<file path="config.mk">
export PLATFORM = sky130hd
export DESIGN_NAME = laser_host
export DESIGN_NICKNAME = d
export VERILOG_FILES = /design/src/rtl/laser_host.sv
export SDC_FILE = /design/constraint.sdc
export NUM_CORES = 1
export LEC_CHECK = 0
export CAP_MARGIN = 20
export CORE_ASPECT_RATIO = 0.75
export CORE_UTILIZATION = 55
export DETAILED_ROUTE_END_ITERATION = 12
export PLACE_DENSITY = 0.72
export REMOVE_ABC_BUFFERS = 1
export SKIP_LAST_GASP = 1
export SYNTH_ARGS = -nofsm -noshare
export SYNTH_HDL_FRONTEND = slang
export SYNTH_SLANG_ARGS = --single-unit
</file>
<file path="constraint.sdc">
create_clock -name CLK -period 10.65 [get_ports CLK]
set_clock_uncertainty 0.05 [all_clocks]
set_input_delay 2.6625 -clock CLK [delete_from_list [all_inputs] [get_ports CLK]]
set_output_delay 2.6625 -clock CLK [all_outputs]
set_load 0.1 [all_outputs]
</file>
<file path="src/rtl/laser_host.sv">
// laser_host: buffers a frame of 4-bit (x,y) points, streams them to an external
// circle-fitting engine, waits for the two returned centers, then scores how many
// buffered points fall inside either circle of squared radius RADIUS_SQ.
// Optional feature macro: LASER_HOST_TIMEOUT_EN adds a WAIT watchdog and a
// TIMEOUT output; without it WAIT waits for DONE indefinitely.
module laser_host #(
   parameter int NPTS      = 40,
   parameter int RADIUS_SQ = 16
) (
   input  logic       CLK,
   input  logic       RST_N,
   input  logic       LD_EN,
   input  logic [5:0] LD_ADDR,
   input  logic [3:0] LD_X,
   input  logic [3:0] LD_Y,
   input  logic       START,
   output logic       BUSY,
   output logic       LRST,
   output logic [3:0] X,
   output logic [3:0] Y,
   input  logic       DONE,
   input  logic [3:0] C1X,
   input  logic [3:0] C1Y,
   input  logic [3:0] C2X,
   input  logic [3:0] C2Y,
   output logic [5:0] SCORE,
   output logic       VALID
`ifdef LASER_HOST_TIMEOUT_EN
   ,
   output logic       TIMEOUT
`endif
);

   typedef enum logic [2:0] {
      S_IDLE, S_LRST, S_SEND, S_WAIT, S_SCORE, S_REPORT, S_ERR
   } state_t;

   localparam logic [5:0] LAST = 6'(NPTS - 1);
   localparam logic [5:0] NPTS_W = 6'(NPTS);
   localparam logic [8:0] RSQ = 9'(RADIUS_SQ);

   // Point buffer: {x,y} per entry; deliberately not reset so a frame abort keeps it
   logic [7:0] pbuf_q [NPTS];

   state_t     state_q, state_d;
   logic [5:0] idx_q, idx_d;
   logic [5:0] cnt_q, cnt_d;
   logic [5:0] score_q, score_d;
   logic [15:0] cen_q, cen_d;
`ifdef LASER_HOST_TIMEOUT_EN
   logic [11:0] wcnt_q, wcnt_d;
   logic        timeout_q, timeout_d;
`endif

   logic       wr_en;
   logic [7:0] pt;
   logic       covered;

   // True when point (px,py) lies within squared radius of center (cx,cy); full-width math
   function automatic logic in_circle(input logic [3:0] px, input logic [3:0] py,
                                      input logic [3:0] cx, input logic [3:0] cy);
      logic [3:0] adx, ady;
      logic [7:0] sqx, sqy;
      logic [8:0] sum;
      adx = (px >= cx) ? (px - cx) : (cx - px);
      ady = (py >= cy) ? (py - cy) : (cy - py);
      sqx = {4'd0, adx} * {4'd0, adx};
      sqy = {4'd0, ady} * {4'd0, ady};
      sum = {1'b0, sqx} + {1'b0, sqy};
      return (sum <= RSQ);
   endfunction

   assign wr_en   = LD_EN && (state_q == S_IDLE) && (LD_ADDR < NPTS_W);
   assign pt      = pbuf_q[idx_q];
   assign covered = in_circle(pt[7:4], pt[3:0], cen_q[15:12], cen_q[11:8]) ||
                    in_circle(pt[7:4], pt[3:0], cen_q[7:4],   cen_q[3:0]);

   // Buffer write port; reset still blocks writes but never clears contents
   always_ff @(posedge CLK) begin
      if (RST_N && wr_en) pbuf_q[LD_ADDR] <= {LD_X, LD_Y};
   end

   // Next-state and datapath updates for the frame sequencer
   always_comb begin
      state_d = state_q;
      idx_d   = idx_q;
      cnt_d   = cnt_q;
      score_d = score_q;
      cen_d   = cen_q;
`ifdef LASER_HOST_TIMEOUT_EN
      wcnt_d    = '0;
      timeout_d = timeout_q;
`endif
      case (state_q)
         S_IDLE: begin
            if (START) state_d = S_LRST;
         end
         S_LRST: begin
            idx_d   = '0;
            state_d = S_SEND;
         end
         S_SEND: begin
            if (idx_q == LAST) begin
               idx_d   = '0;
               state_d = S_WAIT;
            end else begin
               idx_d = idx_q + 6'd1;
            end
         end
         S_WAIT: begin
            if (DONE) begin
               cen_d   = {C1X, C1Y, C2X, C2Y};
               cnt_d   = '0;
               idx_d   = '0;
               state_d = S_SCORE;
            end
`ifdef LASER_HOST_TIMEOUT_EN
            else if (wcnt_q == 12'hFFF) begin
               timeout_d = 1'b1;
               state_d   = S_ERR;
            end else begin
               wcnt_d = wcnt_q + 12'd1;
            end
`endif
         end
         S_SCORE: begin
            cnt_d = cnt_q + {5'd0, covered};
            if (idx_q == LAST) begin
               score_d = cnt_d;
               idx_d   = '0;
               state_d = S_REPORT;
            end else begin
               idx_d = idx_q + 6'd1;
            end
         end
         S_REPORT: begin
            state_d = S_IDLE;
         end
         S_ERR: begin
            if (START) begin
`ifdef LASER_HOST_TIMEOUT_EN
               timeout_d = 1'b0;
`endif
               state_d = S_LRST;
            end
         end
         default: state_d = S_IDLE;
      endcase
   end

   // State and datapath registers with synchronous active-low reset
   always_ff @(posedge CLK) begin
      if (!RST_N) begin
         state_q <= S_IDLE;
         idx_q   <= '0;
         cnt_q   <= '0;
         score_q <= '0;
         cen_q   <= '0;
`ifdef LASER_HOST_TIMEOUT_EN
         wcnt_q    <= '0;
         timeout_q <= 1'b0;
`endif
      end else begin
         state_q <= state_d;
         idx_q   <= idx_d;
         cnt_q   <= cnt_d;
         score_q <= score_d;
         cen_q   <= cen_d;
`ifdef LASER_HOST_TIMEOUT_EN
         wcnt_q    <= wcnt_d;
         timeout_q <= timeout_d;
`endif
      end
   end

   assign BUSY  = (state_q != S_IDLE);
   assign LRST  = (state_q == S_LRST);
   assign X     = (state_q == S_SEND) ? pt[7:4] : 4'd0;
   assign Y     = (state_q == S_SEND) ? pt[3:0] : 4'd0;
   assign VALID = (state_q == S_REPORT);
   assign SCORE = score_q;
`ifdef LASER_HOST_TIMEOUT_EN
   assign TIMEOUT = timeout_q;
`endif

endmodule

</file>
Fig. 1: run 1, port wiring
The bar under the picture is 50 µm long.
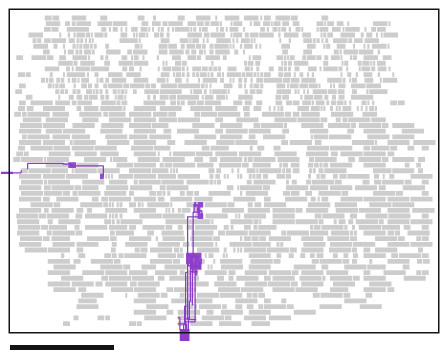
| colour | port | bits | direction | edge | end cells | buffers | wire |
|---|---|---|---|---|---|---|---|
| purple | LD_ADDR | 6 | input | 5 bottom, 1 left | 15 | 6 | 378 µm |
Ports: 52
port bufs: 51

Fig. 2: run 1, the metal 1 layer
The bar under the picture is 50 µm long. Supply wires on this layer in grey.
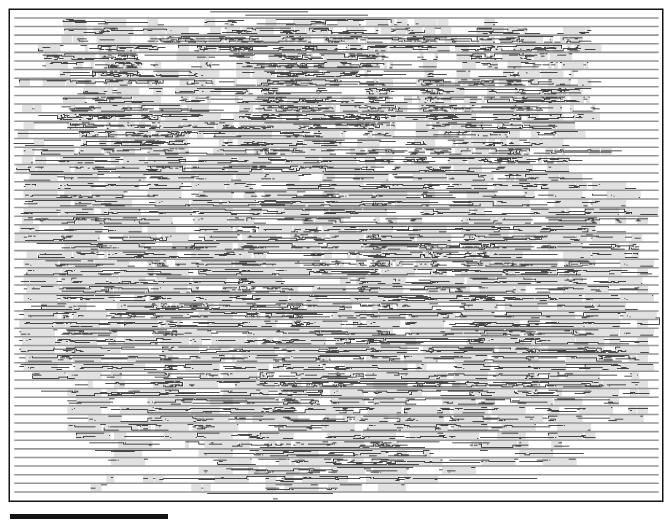
wire length on this layer: 17800 µm
share of all routed wire: 47%
M1 GR Usage: 37.6%
total wire length: 38200 µm

Fig. 3: run 1, sequential cells coloured by netlist name
The bar under the picture is 50 µm long. Other sequential cells in the stronger grey, the rest of the logic in the fainter grey.
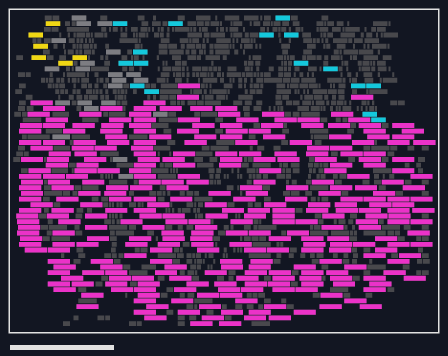
| colour | name in the netlist | sequential cells |
|---|---|---|
| yellow | SCORE | 6 |
| magenta | pbuf_q | 320 |
| cyan | cen_q | 16 |

==> flow_metrics.tcl, run 1 <==
# yosys + openroad results
set metrics [dict create \
    met3WireLength_um 2840 \
    logic_area_um2 6020 \
    outcome "finished, final reports clean" \
    finalClockPeriodUsage_pct 89.0 \
    antenna_left 0 \
    worstHoldStart "cen_q[15]" \
    cts.clk_slew.worst_paths_ns 0.07 \
    design_area_um2 19200 \
    grtUsageMet2_pct 36.5 \
    top_layer "met4" \
    grt_busiest_layer "met1" \
    synth-edff-count 320 \
    crit_path_max_fanout 21 \
    synth_cell_type_count 56 \
    cp-start-kind "register" \
    place_congestion 0.851 \
    cts_resized 0 \
    via_count 10114 \
    crit_type "reg -> reg" \
    rsz0062_at_grt "no" \
    power_mw 3.65 \
    clkLatencyLatePin_ns 0.53 \
    cts_root_buffer "clkbuf_16" \
    mostFrequentLayoutCell "edfxtp_1" \
    fmax_mhz 105 \
    p_leak_nw 6.56 \
    warning_count 37 \
    nets 1399 \
    synth.cellmix.compoundShare_pct 7.75 \
    synth-adder-area-share_pct 8.26 \
    postSynthSeqShare_pct 61.1 \
    cp_num_buf_inv 3 \
    slew_headroom_pct 28.7 \
    maxCapViolCount 0 \
    grt_pass1_wl_um 58800 \
    top_area_cell "edfxtp_1" \
    grt_max_degree 63 \
    cp.depth 32 \
    wl_met2_um 16600 \
]
run 1: where the power goes:
| part | internal (mW) | switching (mW) | total (mW) |
|---|---|---|---|
| combinational | 0.329 | 0.443 | 0.771 |
| clock | 0.779 | 0.538 | 1.32 |
| sequential | 1.55 | 0.0149 | 1.57 |
| total | 2.66 | 0.995 | 3.65 |
run 1: sequential cells by signal, summed over array words and instances (netlist names), named ones only:
name,flops
cen_q,16
SCORE,6
state_q,3
cnt_q,6
idx_q,6
pbuf_q,320
run 1: cell type report:
cell class | count | share of cell area [%]
Clock inverter | 22 | 1.33
Inverter | 78 | 1.53
Sequential cell | 363 | 54.6
Tap cell | 399 | 2.60
Clock buffer | 44 | 5.07
Timing Repair Buffer | 71 | 3.56
Multi-Input combinational cell | 719 | 31.3
Antenna cell | 1 | 0.0130
==> inputs of run 2 (changes only) <==
- GPL_ROUTABILITY_DRIVEN: default -> 0
- SLEW_MARGIN: default -> 5
==> run 2 against run 1 <==
First-iteration DRC count did not move. Synthesized cell count did not move. Cell area did not move. Setup slack did not move. Combinational power barely moved. Largest cell class unchanged.
==> flow_metrics.tcl, run 2 <==
# yosys + openroad results
set metrics [dict create \
    outcome "finished, final reports clean" \
    comb.multi_input.count 719 \
    antenna_left 0 \
    rsz0062_at_grt "no" \
    largest_class "flip-flops and latches" \
    power_mw 3.65 \
    io_pins 52 \
    postSynthSeqShare_pct 61.1 \
    finalClockPeriodUsage_pct 89.0 \
    clkLatencyLatePin_ns 0.53 \
    synth-edff-count 320 \
    pg_seq_mw 1.57 \
    sh_comb_area_pct 31.3 \
    design_area_um2 19200 \
    n_antenna_cell 1 \
    synth_cell_type_count 56 \
    grt_max_degree 63 \
    worstHoldStart "cen_q[15]" \
    cts.clk_slew.worst_paths_ns 0.07 \
    cp_num_buf_inv 3 \
    powerClk_mw 1.32 \
    p_leak_nw 6.56 \
    switchingPower_mw 0.995 \
    largest_register_ffs 320 \
    power.internal_mw 2.66 \
    power_frac_seq_pct 42.9 \
    buf_share_pct 3.56 \
    inverters 78 \
]
## run 2: cell families (layout without fill, tap and decap cells)
group | Yosys count | count (layout) | share of synthesized area, %
compound gates | 199 | 199 | 7.75
xor+xnor | 17 | 17 | 0.869
fa+ha+maj | 95 | 95 | 8.26
buf+inv | 128 | 215 | 3.76
flops | 363 | 363 | 61.1
mux | 169 | 169 | 11.1
other cells | 0 | 1 | 0
simple gates | 239 | 239 | 7.10
## run 2: metal layers
| metal | routed length (µm) | GRT usage [%] | part of all wire (%) |
|---|---|---|---|
| met5 | 0 | 0 | 0 |
| met2 | 16600 | 36.5 | 43 |
| met3 | 2840 | 4.85 | 7.4 |
| met4 | 988 | 7.41 | 2.6 |
| met1 | 17800 | 37.6 | 47 |
Fig. 4: run 2, port wiring
The bar under the picture is 50 µm long.
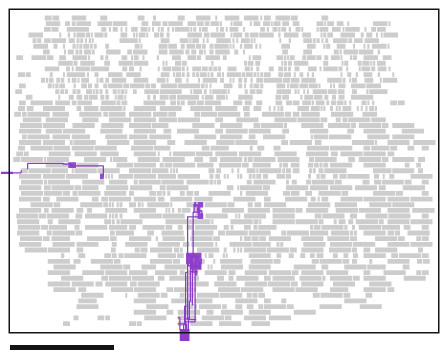
| colour | port | bits | direction | edge | end cells | buffers | wire |
|---|---|---|---|---|---|---|---|
| purple | LD_ADDR | 6 | input | 5 bottom, 1 left | 15 | 6 | 378 µm |

Fig. 5: run 2, the metal 1 layer
The bar under the picture is 50 µm long. Supply wires on this layer in grey.
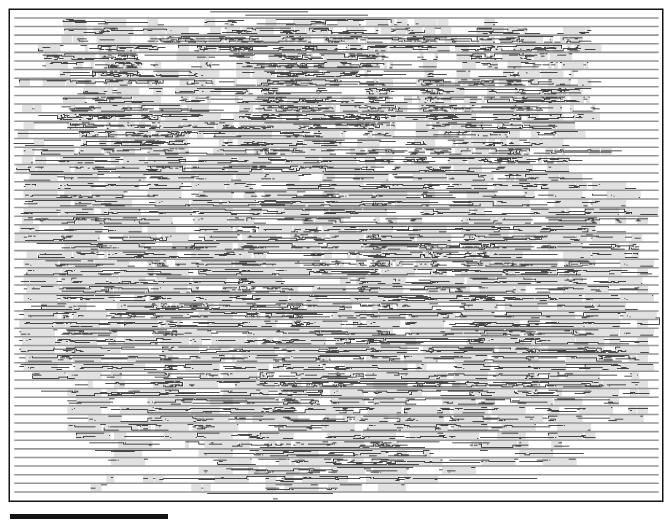
longest straight run: 57.0 µm
main direction: horizontal
share of all routed wire: 47%

Power and IR drop assume default switching activity.
